$ cat src/rtl/md_ctrl_pkg.sv
`default_nettype none
// ---------------------------------------------------------------------------
// Module : md_ctrl_pkg
// Brief  : Mult/div op encodings and op-decoding helpers.
// Rev    : 1.0 - initial release
// ---------------------------------------------------------------------------
package md_ctrl_pkg;

    localparam int MD_OP_BUS = 2;

    localparam logic [MD_OP_BUS-1:0] MD_OP_MULT  = 2'b00;
    localparam logic [MD_OP_BUS-1:0] MD_OP_MULTU = 2'b01;
    localparam logic [MD_OP_BUS-1:0] MD_OP_DIV   = 2'b10;
    localparam logic [MD_OP_BUS-1:0] MD_OP_DIVU  = 2'b11;

    // Bit 0 clear marks the signed variants, bit 1 set marks the divides.
    function automatic logic md_is_signed(input logic [MD_OP_BUS-1:0] op);
        return ~op[0];
    endfunction

    function automatic logic md_is_div(input logic [MD_OP_BUS-1:0] op);
        return op[1];
    endfunction

endpackage
`default_nettype wire

$ cat src/rtl/md_step.sv
`default_nettype none
// ---------------------------------------------------------------------------
// Module : md_step
// Brief  : One radix-2 iteration: shift-add multiply or restoring divide.
// Rev    : 1.0 - initial release
// ---------------------------------------------------------------------------
module md_step
#(
    parameter int WIDTH = 32
)(
    input  logic [2*WIDTH-1:0] i_acc,
    input  logic [WIDTH-1:0]   i_operand,
    input  logic               i_is_div,
    output logic [2*WIDTH-1:0] o_acc_nxt
);

    logic [WIDTH:0]   w_sum;
    logic [WIDTH:0]   w_rem_sh;
    logic [WIDTH-1:0] w_diff;

    always_comb begin
        w_sum     = {1'b0, i_acc[2*WIDTH-1:WIDTH]} + {1'b0, i_operand};
        w_rem_sh  = i_acc[2*WIDTH-1:WIDTH-1];
        // Remainder after a successful trial subtract always fits in WIDTH bits.
        w_diff    = w_rem_sh[WIDTH-1:0] - i_operand;
        o_acc_nxt = '0;
        if (i_is_div) begin
            if (w_rem_sh >= {1'b0, i_operand})
                o_acc_nxt = {w_diff, i_acc[WIDTH-2:0], 1'b1};
            else
                o_acc_nxt = {w_rem_sh[WIDTH-1:0], i_acc[WIDTH-2:0], 1'b0};
        end else if (i_acc[0]) begin
            o_acc_nxt = {w_sum, i_acc[WIDTH-1:1]};
        end else begin
            o_acc_nxt = {1'b0, i_acc[2*WIDTH-1:1]};
        end
    end

endmodule
`default_nettype wire

$ cat src/rtl/md_ctrl.sv
`default_nettype none
// ---------------------------------------------------------------------------
// Module : md_ctrl
// Brief  : Iterative MULT/MULTU/DIV/DIVU sequencer with pipeline stall.
// Rev    : 1.0 - initial release
// ---------------------------------------------------------------------------
module md_ctrl
    import md_ctrl_pkg::*;
#(
    parameter int WIDTH = 32
)(
    input  logic                 clk,
    input  logic                 rst,
    input  logic                 start,
    input  logic [MD_OP_BUS-1:0] op,
    input  logic [WIDTH-1:0]     operand_1,
    input  logic [WIDTH-1:0]     operand_2,
    input  logic                 flush,
    output logic                 stall_req,
    output logic                 busy,
    output logic                 done,
    output logic [WIDTH-1:0]     hi,
    output logic [WIDTH-1:0]     lo
);

    localparam int               CNT_W  = $clog2(WIDTH) + 1;
    localparam logic [CNT_W-1:0] C_LAST = CNT_W'(WIDTH - 1);

    localparam logic [1:0] S_IDLE = 2'd0;
    localparam logic [1:0] S_ITER = 2'd1;
    localparam logic [1:0] S_FIX  = 2'd2;
    localparam logic [1:0] S_DONE = 2'd3;

    logic [1:0]           r_state;
    logic [1:0]           w_state_nxt;
    logic                 r_busy;
    logic [MD_OP_BUS-1:0] r_op;
    logic                 r_sign_1;
    logic                 r_sign_2;
    logic [WIDTH-1:0]     r_operand;
    logic [2*WIDTH-1:0]   r_acc;
    logic [CNT_W-1:0]     r_cnt;
    logic [WIDTH-1:0]     r_hi;
    logic [WIDTH-1:0]     r_lo;

    logic                 w_accept;
    logic                 w_signed;
    logic                 w_is_div;
    logic                 w_div0;
    logic [WIDTH-1:0]     w_mag_1;
    logic [WIDTH-1:0]     w_mag_2;
    logic [2*WIDTH-1:0]   w_step;
    logic [2*WIDTH-1:0]   w_prod;
    logic [WIDTH-1:0]     w_fix_hi;
    logic [WIDTH-1:0]     w_fix_lo;

    assign w_accept = (r_state == S_IDLE) & start & ~flush;
    assign w_signed = md_is_signed(op);
    assign w_is_div = md_is_div(op);
    assign w_div0   = w_is_div & (operand_2 == '0);
    assign w_mag_1  = (w_signed & operand_1[WIDTH-1]) ? -operand_1 : operand_1;
    assign w_mag_2  = (w_signed & operand_2[WIDTH-1]) ? -operand_2 : operand_2;

    md_step #(.WIDTH(WIDTH)) u_step (
        .i_acc     (r_acc),
        .i_operand (r_operand),
        .i_is_div  (md_is_div(r_op)),
        .o_acc_nxt (w_step)
    );

    // Sign flags are latched as zero for unsigned ops, so FIX needs no op check there.
    always_comb begin
        w_prod   = (r_sign_1 ^ r_sign_2) ? -r_acc : r_acc;
        w_fix_hi = w_prod[2*WIDTH-1:WIDTH];
        w_fix_lo = w_prod[WIDTH-1:0];
        if (md_is_div(r_op)) begin
            w_fix_lo = (r_sign_1 ^ r_sign_2) ? -r_acc[WIDTH-1:0] : r_acc[WIDTH-1:0];
            w_fix_hi = r_sign_1 ? -r_acc[2*WIDTH-1:WIDTH] : r_acc[2*WIDTH-1:WIDTH];
        end
    end

    always_ff @(posedge clk) begin
        if (rst) begin
            r_state <= S_IDLE;
            r_busy  <= 1'b0;
        end else begin
            r_state <= w_state_nxt;
            r_busy  <= (w_state_nxt != S_IDLE);
        end
    end

    always_comb begin
        w_state_nxt = r_state;
        if (flush) begin
            w_state_nxt = S_IDLE;
        end else begin
            case (r_state)
                S_IDLE:  if (start) w_state_nxt = w_div0 ? S_DONE : S_ITER;
                S_ITER:  if (r_cnt == C_LAST) w_state_nxt = S_FIX;
                S_FIX:   w_state_nxt = S_DONE;
                S_DONE:  w_state_nxt = S_IDLE;
                default: w_state_nxt = S_IDLE;
            endcase
        end
    end

    always_comb begin
        stall_req = ~rst & (w_accept | (r_state == S_ITER) | (r_state == S_FIX));
        done      = (r_state == S_DONE);
        busy      = r_busy;
        hi        = r_hi;
        lo        = r_lo;
    end

    always_ff @(posedge clk) begin
        if (rst) begin
            r_op      <= MD_OP_MULT;
            r_sign_1  <= 1'b0;
            r_sign_2  <= 1'b0;
            r_operand <= '0;
            r_acc     <= '0;
            r_cnt     <= '0;
            r_hi      <= '0;
            r_lo      <= '0;
        end else begin
            if (w_accept) begin
                r_op      <= op;
                r_sign_1  <= w_signed & operand_1[WIDTH-1];
                r_sign_2  <= w_signed & operand_2[WIDTH-1];
                r_cnt     <= '0;
                // Multiply: multiplier in the low half; divide: dividend in the low half.
                r_acc     <= {{WIDTH{1'b0}}, (w_is_div ? w_mag_1 : w_mag_2)};
                r_operand <= w_is_div ? w_mag_2 : w_mag_1;
                if (w_div0) begin
                    r_hi <= operand_1;
                    r_lo <= '1;
                end
            end
            if (r_state == S_ITER) begin
                r_acc <= w_step;
                r_cnt <= r_cnt + CNT_W'(1);
            end
            if ((r_state == S_FIX) && !flush) begin
                r_hi <= w_fix_hi;
                r_lo <= w_fix_lo;
            end
        end
    end

endmodule
`default_nettype wire

$ cat config.mk
export PLATFORM = sky130hd
export DESIGN_NAME = md_ctrl
export DESIGN_NICKNAME = d
export VERILOG_FILES = /design/src/rtl/md_ctrl_pkg.sv /design/src/rtl/md_step.sv /design/src/rtl/md_ctrl.sv
export SDC_FILE = /design/constraint.sdc
export NUM_CORES = 1
export LEC_CHECK = 0
export CORE_MARGIN = 3
export CORE_UTILIZATION = 45
export DETAILED_ROUTE_END_ITERATION = 6
export PLACE_DENSITY = 0.65
export SKIP_LAST_GASP = 1
export SYNTH_ARGS = -nofsm -noshare
export SYNTH_HDL_FRONTEND = slang
export SYNTH_SLANG_ARGS = --single-unit
$ cat constraint.sdc
create_clock -name clk -period 4.7 [get_ports clk]
set_input_delay 1.175 -clock clk [delete_from_list [all_inputs] [get_ports clk]]
set_output_delay 1.175 -clock clk [all_outputs]
set_load 0.01 [all_outputs]
==> impl_metrics.py, run 1 <==
# Auto-generated metrics
metrics = {
    "outcome": {
        "status": "finished clean",
    },
    "global_routing": {
        "grt.overflow.total": 0,
        "use_met1": 0.412,
        "antenna_found_initial": 0,
    },
    "synthesis": {
        "ys_cells": 1926,
        "synth.area.top_cells": "dfxtp_1, xnor2_1, a21oi_1, ha_1, a211oi_1",
        "synth_flop_count": 172,
        "edf_count": 0,
        "synth_area_um2": 14600,
        "yosysWarnings": 0,
        "yosys.area_share.xor_xnor": 0.104,
        "netlist.area_leader.share": 0.236,
        "mux_area_frac": 0.0583,
        "syn_inst": 1926,
        "synthFlopType": "dfxtp_1",
        "ys_seq_frac": 0.236,
        "logic_family": "AND-OR/OR-AND gates",
        "synthArstFlopShare": 0,
    },
    "worst_hold_path": {
        "min-delay-start": "hi[0]$_SDFFE_PP0P_",
        "holdPathEnd": "hi[0]$_SDFFE_PP0P_",
    },
    "cts": {
        "ctsHoldBuffers": 0,
        "clock_sink_count": 172,
        "clk_pin_slew_ns": 0.07,
        "tritoncts": "yes",
        "cts_buffer_depth": 2,
        "cts_made_buffers": 17,
        "clk_latency_ns": 0.45,
    },
    "final_layout": {
        "postLayoutCoreUtil": 0.529,
        "nNetsFinal": 2125,
        "final_cells": 2432,
        "flop_area_um2": 3450,
        "fillers": 3066,
        "diodes": 0,
        "area_growth_pct": 15.0,
        "logic_area_um2": 10300,
    },
    "worst_setup_path": {
        "ff2ff_setup_slack_ns": 0.71,
        "crit_fanout": 5,
        "crit_end": "stall_req",
        "critical_path_buf_inv_count": 2,
        "r2r_end": "r_acc[36]$_SDFFE_PP0P_",
        "worstPathRequired_ns": 3.52,
        "crit_top_cell": "clkdlybuf4s50_1",
        "max_stage_delay_ns": 0.56,
    },
    "detailed_routing": {
        "highest_layer": "met4",
        "drt-pass1-iter-count": 5,
        "drt.antenna.violating_nets": 0,
        "drc_errors": 0,
    },
    "placed_design": {
        "post-place-ws_ns": 0.363,
        "place_area_um2": 16200,
        "dp.cells": 2400,
    },
    "power": {
        "powerDensity_nw_per_um2": 253,
        "power_frac_comb": 0.274,
        "power_frac_seq": 0.375,
        "p_clk_frac": 0.352,
        "swShare": 0.358,
        "net-switching-power_w": 0.00152,
    },
    "die": {
        "rows": 65,
        "dieHeight_um": 186,
        "core_area_um2": 31800,
    },
    "final_timing": {
        "rsz0062_at_grt": "false",
        "worst_slack_ns": 0.673,
        "hold_violations": 0,
        "maxSlewViolCount": 0,
        "finalCritPeriodShare": 0.857,
        "clock-skew-final_ns": 0.0136,
        "whs_ns": 0.483,
    },
    "job": {
        "tool_warnings": 26,
    },
}
run 1: power by group through the flow:
| stage | Clock, W | Combinational [W] | Sequential [W] |
|---|---|---|---|
| after floorplan | 0 | 0.000823 | 0.00157 |
| after global placement | 0 | 0.00113 | 0.00162 |
| after detailed placement | 0 | 0.00114 | 0.00162 |
| after CTS | 0.00150 | 0.00115 | 0.00159 |
| after global routing | 0.00156 | 0.00127 | 0.00160 |
| final | 0.00149 | 0.00116 | 0.00159 |
run 1: Yosys cell counts, types with 67 or more instances:
cell and number:
nand2_1 198, a21oi_1 175, dfxtp_1 172, nor2_1 158
clkbuf_1 116, xnor2_1 106, a211oi_1 103, o21ai_0 89
mux2i_1 75, nor3_1 70, ha_1 69, xor2_1 67
run 1: state kept, by name, summed over array words and instances (netlist names):
name	count
busy	1
hi	32
lo	32
r_acc	64
r_cnt	6
r_op	1
r_operand	32
r_sign_1	1
r_sign_2	1
r_state	2
run 1: cells in the final DEF (no fill, tap or decap), drive strengths merged, types with 18 or more instances in the layout:
cell           synthesis  routed
dfxtp                172     172
nor3                  71      71
xnor2                106     106
o31ai                 20      20
o21ai                 92      92
a21o                  38      38
o211ai                37      37
a211oi               103     103
a311oi                19      19
nor2                 161     161
xor2                  67      67
nand2                199     199
nand2b                24      24
mux2i                 75      75
inv                   60      70
clkdlybuf4s50          1     134
buf                   19      49
nand3                 25      25
a31oi                 20      20
ha                    69      69
nor4                  18      18
a21oi                175     175
run 1: area by class of cell:
type | instances | area share
flip-flops and latches | 172 | 0.205
well taps | 435 | 0.0324
clock inverters | 15 | 0.0102
multi-input cells | 1548 | 0.611
inverters | 62 | 0.0138
repair buffers | 183 | 0.102
clock buffers | 17 | 0.0253
### Port wiring, run 1

Scale bar: 50 um.
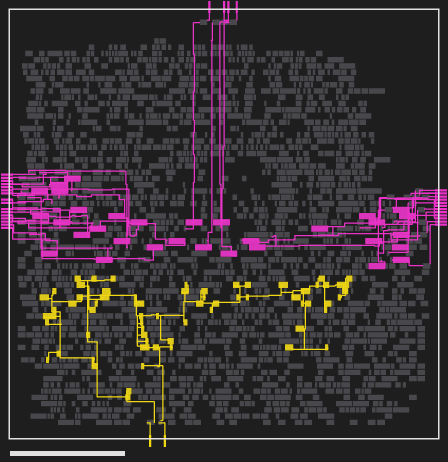
yellow -> op  # bits 2, direction input, edge bottom, end cells 75, buffers 3, wire 608 um
magenta -> hi  # bits 32, direction output, edge 16 left, 12 right, 4 top, end cells 32, buffers 32, wire 1950 um
Ports: 137
Port Buffer Count: 136

### Register map, names as in the netlist, run 1

Scale bar: 50 um. Other sequential cells in the stronger grey, the rest of the logic in the fainter grey.
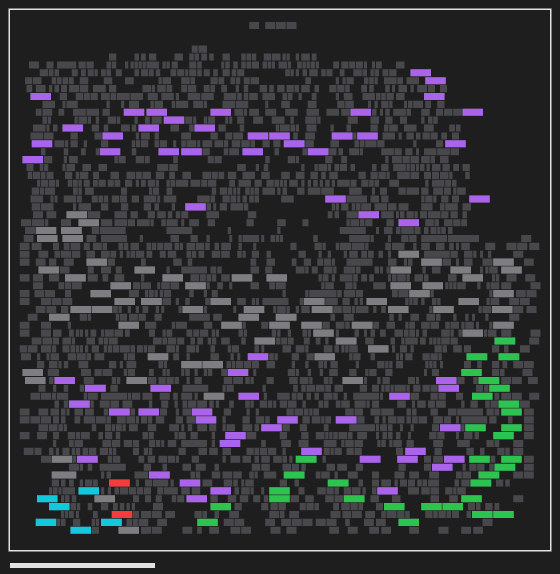
red -> r_state  # sequential cells 2
cyan -> r_cnt  # sequential cells 6, where bottom left
green -> lo  # sequential cells 32
purple -> r_acc  # sequential cells 64, where widely spread
not coloured = 68
sequential power: 0.00159 W
Seq/total area: 0.205

### Layout detail, run 1

Scale bar: 10 um. Window x 34 to 59, y 34 to 59 um. Cells in grey, sequential cells in the stronger grey; small squares are vias.
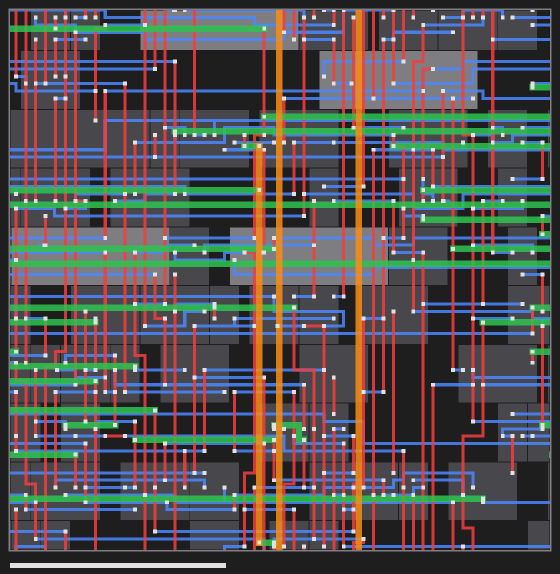
blue -> metal 1
green -> metal 3
red -> metal 2
orange -> metal 4
sequential cells in the window = 4
netlist names of flops here include = r_acc (3), r_operand (1)
most frequent = nand2_1 (9), o21ai_0 (6)
cells with their middle in the window = 56

==> run 2: changes to the inputs <==
CORE_UTILIZATION = 35   (was 45)
GPL_TIMING_DRIVEN = 0   (was default)
PLACE_DENSITY = default   (was 0.65)
==> run 2 against run 1 <==
  * Cell count grew 7.9%
  * Sequential power is essentially flat
  * Largest cell class unchanged
  * Register-to-register slack lost 0.35 ns
  * First-iteration DRC count grew 10%
  * Critical path type unchanged
  * Maximum frequency shrank 12%
  * Die size grew 28%
  * Hold slack gained 0.0051 ns
==> impl_metrics.py, run 2 <==
# Auto-generated metrics
metrics = {
    "outcome": {
        "status": "finished clean",
    },
    "synthesis": {
        "most_common_cell": "nand2_1",
        "synth.area.top_cells": "dfxtp_1, xnor2_1, a21oi_1, ha_1, a211oi_1",
        "syn_inst": 1926,
        "synth_area_um2": 14600,
        "ys_cells": 1926,
        "ys_seq_frac": 0.236,
        "synthFlopType": "dfxtp_1",
        "yosysWarnings": 0,
        "common_cells": "nand2_1, a21oi_1, dfxtp_1",
    },
    "worst_hold_path": {
        "min-delay-start": "hi[8]$_SDFFE_PP0P_",
        "holdPathEnd": "hi[8]$_SDFFE_PP0P_",
    },
    "final_layout": {
        "flop_area_um2": 3440,
        "fillers": 4185,
        "logic_area_um2": 10200,
        "final_common_cell": "nand2_1",
        "regMostFlops": "r_acc",
        "largest_register_ffs": 64,
        "nNetsFinal": 2219,
        "diodes": 0,
        "final_cells": 2623,
        "postLayoutCoreUtil": 0.421,
    },
    "power": {
        "power_frac_comb": 0.283,
        "power_frac_seq": 0.355,
        "p_clk_frac": 0.362,
        "powerDensity_nw_per_um2": 257,
        "swShare": 0.356,
    },
    "worst_setup_path": {
        "crit_top_cell": "clkdlybuf4s50_1",
        "worstPathRequired_ns": 3.52,
        "ff2ff_setup_slack_ns": 0.36,
        "r2r_end": "r_acc[55]$_SDFFE_PP0P_",
        "crit_fanout": 10,
    },
    "final_timing": {
        "clock-skew-final_ns": 0.0126,
        "worst_slack_ns": 0.103,
        "maxSlewViolCount": 0,
        "hold_violations": 0,
        "whs_ns": 0.488,
    },
    "cts": {
        "cts_buffer_depth": 2,
        "clk_pin_slew_ns": 0.07,
        "tritoncts": "yes",
        "cts_made_buffers": 17,
    },
    "die": {
        "ios": 137,
        "dieHeight_um": 210,
    },
    "detailed_routing": {
        "drc_errors": 0,
        "drt.antenna.violating_nets": 0,
        "drt-pass1-iter-count": 6,
    },
    "placed_design": {
        "dp.cells": 2593,
    },
    "global_routing": {
        "grt.overflow.total": 0,
    },
}
==> run 2: cell counts after synthesis <==
No cell type changed its count.
==> run 2: cells by family after synthesis <==
| group | after synthesis | share of synthesized area |
|---|---|---|
| adder cells (fa/ha/maj) | 71 | 0.0618 |
| buffers and inverters | 206 | 0.0637 |
| AND-OR/OR-AND | 627 | 0.284 |
| XOR/XNOR | 173 | 0.104 |
| multiplexers | 84 | 0.0583 |
| AND/OR/NAND/NOR | 593 | 0.193 |
| flip-flops | 172 | 0.236 |
==> run 2: timing repair <==
action | 4_1_cts | 5_1_grt
hold buffers | 0 | 0
setup endpoints to repair | 1 | 15
gates resized | 4 | 2
==> run 2: power by group through the flow <==
stage / logic, W / registers, W / clock network, W
2_1_floorplan: 0.000823 / 0.00157 / 0
3_3_place_gp: 0.00121 / 0.00161 / 0
3_5_place_dp: 0.00122 / 0.00161 / 0
4_1_cts: 0.00123 / 0.00157 / 0.00160
5_1_grt: 0.00135 / 0.00158 / 0.00166
6_report: 0.00126 / 0.00158 / 0.00161
==> run 2: worst max-delay path: cells and delay by family <==
kind,cells,cell delay (ns)
AOI/OAI and AO/OA,1,0.07
buffers and inverters,5,2.16
==> run 2: metal layers <==
metal,up-vias,share of wire,routed length (um)
met5,-,0,0
met4,0,0.037,2380
met3,107,0.094,6020
met2,794,0.41,26300
met1,7728,0.45,29000
li1,7352,-,-
==> run 2: area by class of cell <==
type,instances,share of cell area
flip-flops and latches,172,0.199
repair buffers,135,0.0782
inverters,62,0.0135
clock inverters,15,0.0122
plain buffers,142,0.0403
clock buffers,17,0.0246
multi-input cells,1548,0.593
well taps,532,0.0385
### Port wiring, run 2

Scale bar: 50 um.
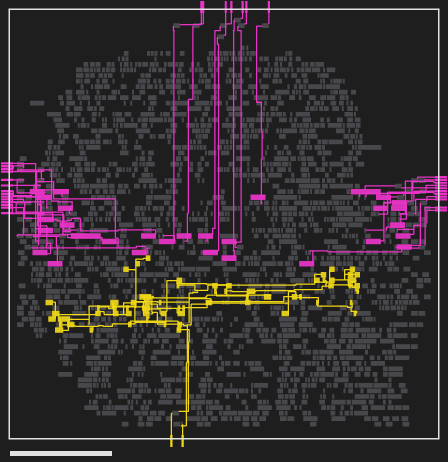
magenta -> hi  # bits 32, direction output, edge 14 left, 11 right, 7 top, end cells 32, buffers 32, wire 2170 um
yellow -> op  # bits 2, direction input, edge bottom, end cells 75, buffers 9, wire 1110 um
Port Buffer Count: 135

### Layout detail, run 2

Scale bar: 10 um. Window x 40 to 65, y 40 to 65 um. Cells in grey, sequential cells in the stronger grey; small squares are vias.
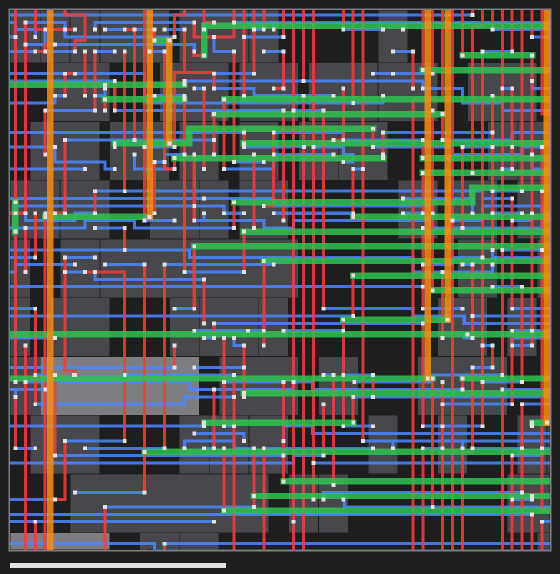
orange -> metal 4
blue -> metal 1
green -> metal 3
red -> metal 2
netlist names of flops here include = r_acc (1)
most frequent = o21ai_0 (8), nand2_1 (6), nor2_1 (5)
sequential cells in the window = 1
cells with their middle in the window = 55

### Track usage over the die, run 2

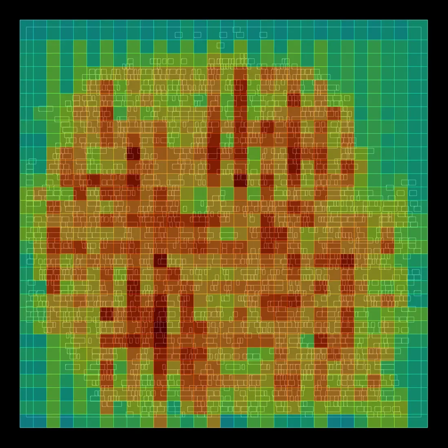
met1 usage: 0.404
GRT Resource Usage Total: 0.277
GR Layer Usage met3: 0.0510

### Register map, names as in the netlist, run 2

Scale bar: 50 um. Other sequential cells in the stronger grey, the rest of the logic in the fainter grey.
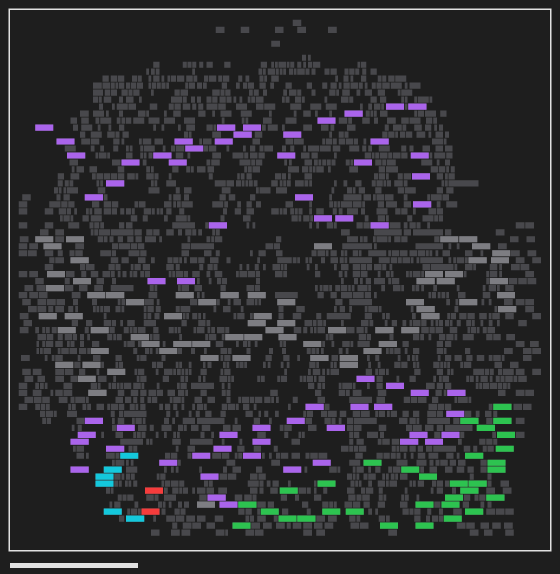

==> run 3: changes to the inputs <==
CORE_MARGIN = 1.5   (was 3)
### Register map, names as in the netlist, run 3

Scale bar: 50 um. Other sequential cells in the stronger grey, the rest of the logic in the fainter grey.
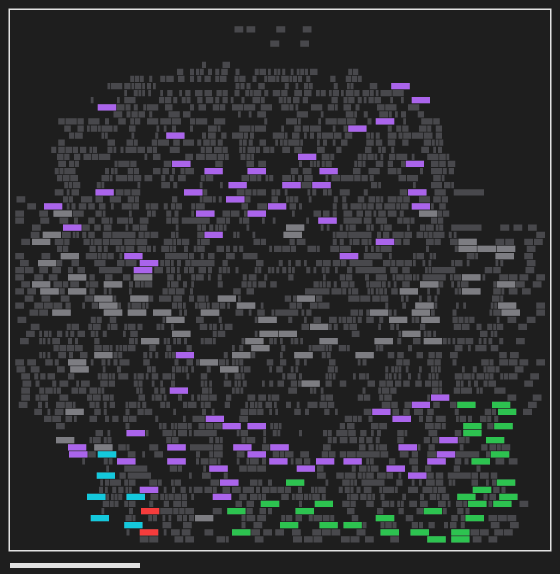
purple -> r_acc  # sequential cells 64
green -> lo  # sequential cells 32, where bottom right
cyan -> r_cnt  # sequential cells 6, where bottom left
red -> r_state  # sequential cells 2
not coloured = 68
post-layout util: 0.420
Sequential Area: 3440 um^2

### Track usage over the die, run 3

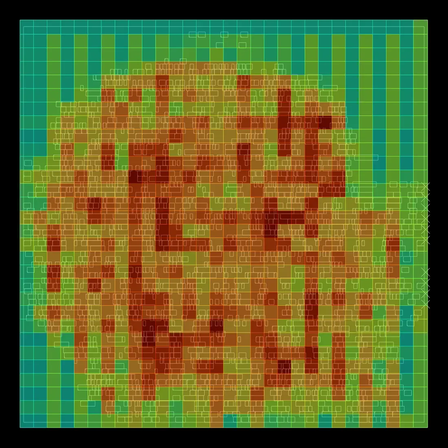
GR Layer Usage met3: 0.0507
DR WL/cell: 23.9 um
met1 usage: 0.412
routing usage on met2: 0.417
GRT Resource Usage Total: 0.285

### Port wiring, run 3

Scale bar: 50 um.
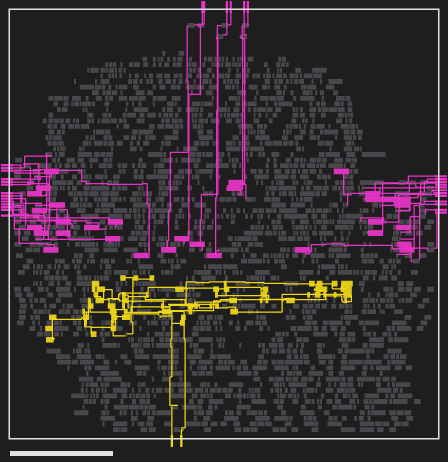
magenta -> hi  # bits 32, direction output, edge 14 left, 12 right, 6 top, end cells 32, buffers 32, wire 1990 um
yellow -> op  # bits 2, direction input, edge bottom, end cells 75, buffers 9, wire 1020 um

==> run 3 against run 2 <==
  * The flow now finishes with violations (design-rule violations)
  * Clock power down about 10%
  * Global-route usage up 0.76 points
  * Register-to-register slack worse by 0.08 ns
  * Cell count about the same
  * Die size down 2.8%
  * Utilization down 0.14 points
  * Worst setup slack better by 0.033 ns
==> impl_metrics.py, run 3 <==
# Auto-generated metrics
metrics = {
    "detailed_routing": {
        "drt-pass1-iter-count": 7,
        "wl_met3_um": 6080,
        "drc_errors": 10,
        "wl_met2_um": 25800,
        "highest_layer": "met4",
        "drt.antenna.violating_nets": 0,
    },
    "worst_setup_path": {
        "worstPathRequired_ns": 3.52,
        "cpLargestDelayFamily": "buffers and inverters",
        "crit_fanout": 10,
        "r2r_end": "r_acc[58]$_SDFFE_PP0P_",
        "cp_num_cells": 8,
        "crit_top_cell": "clkdlybuf4s50_1",
        "critical_path_buf_inv_count": 5,
        "ff2ff_setup_slack_ns": 0.28,
    },
    "worst_hold_path": {
        "min-delay-start": "hi[8]$_SDFFE_PP0P_",
        "holdPathEnd": "hi[8]$_SDFFE_PP0P_",
    },
    "final_layout": {
        "nNetsFinal": 2220,
        "final_cells": 2624,
        "logic_area_um2": 10300,
        "largest_register_ffs": 64,
    },
    "power": {
        "power_frac_seq": 0.369,
        "powerDensity_nw_per_um2": 249,
        "p_clk_frac": 0.335,
    },
    "synthesis": {
        "common_cells": "nand2_1, a21oi_1, dfxtp_1",
        "ys_seq_frac": 0.236,
        "syn_inst": 1926,
        "synthFlopType": "dfxtp_1",
        "synth_area_um2": 14600,
        "synth.area.top_cells": "dfxtp_1, xnor2_1, a21oi_1, ha_1, a211oi_1",
        "most_common_cell": "nand2_1",
        "ys_cells": 1926,
    },
    "final_timing": {
        "maxSlewViolCount": 0,
        "hold_violations": 0,
        "clock-skew-final_ns": 0.0133,
        "worst_slack_ns": 0.136,
    },
    "cts": {
        "cts_buffer_depth": 2,
        "cts_made_buffers": 17,
        "ctsHoldBuffers": 0,
    },
    "die": {
        "dieHeight_um": 207,
        "ios": 137,
    },
    "placed_design": {
        "port_buffers": 135,
        "dp.cells": 2593,
    },
    "outcome": {
        "status": "finished, violations left",
        "violations": "design-rule violations",
    },
}
run 3: cell types whose count changed in the layout (fill, tap and decap cells not counted), sizes merged:
| cell | delta |
|---|---|
| inv | -3 |
| bufinv | -3 |
| buf | +1 |
| clkbuf | +2 |
| clkinvlp | +4 |
run 3: cells by family (layout without fill, tap and decap cells):
kind of cell,count (synthesis),after routing,synth area share
buffers and inverters,206,372,0.0637
XOR/XNOR,173,173,0.104
AND-OR/OR-AND,627,627,0.284
multiplexers,84,84,0.0583
adder cells (fa/ha/maj),71,71,0.0618
AND/OR/NAND/NOR,593,593,0.193
flip-flops,172,172,0.236
run 3: power by group through the flow:
stage	clock network [W]	registers, W	logic [W]
floorplan	0	0.00157	0.000823
global placement	0	0.00161	0.00122
detailed placement	0	0.00161	0.00122
CTS	0.00144	0.00157	0.00123
global route	0.00150	0.00158	0.00136
finish	0.00144	0.00158	0.00127
run 3: what timing repair did:
| item | in CTS | in global routing |
|---|---|---|
| endpoints found under the setup margin | 1 | 13 |
| setup buffers | 1 | 0 |
| pin swaps | 1 | 0 |
| resized | 6 | 2 |
run 3: cell type report:
cell class / count / share of cell area
Clock buffer: 19 / 0.0257
Sequential cell: 172 / 0.200
Multi-Input combinational cell: 1548 / 0.595
Buffer: 142 / 0.0407
Clock inverter: 13 / 0.00698
Inverter: 62 / 0.0135
Timing Repair Buffer: 136 / 0.0789
Tap cell: 532 / 0.0387
run 3: stage by stage:
| step | util | cell area [um^2] | hold WS (ns) |
|---|---|---|---|
| final | 0.420 | 17200 | 0.491 |
| after global routing | 0.420 | 17200 | 0.520 |
| after global placement | 0.406 | 16600 | 0.479 |
| after floorplan | - | 14600 | 0.449 |
| after detailed placement | 0.406 | 16600 | 0.482 |
| after CTS | 0.420 | 17200 | 0.495 |
No activity file was given, so power comes from the tool's default toggle rates.
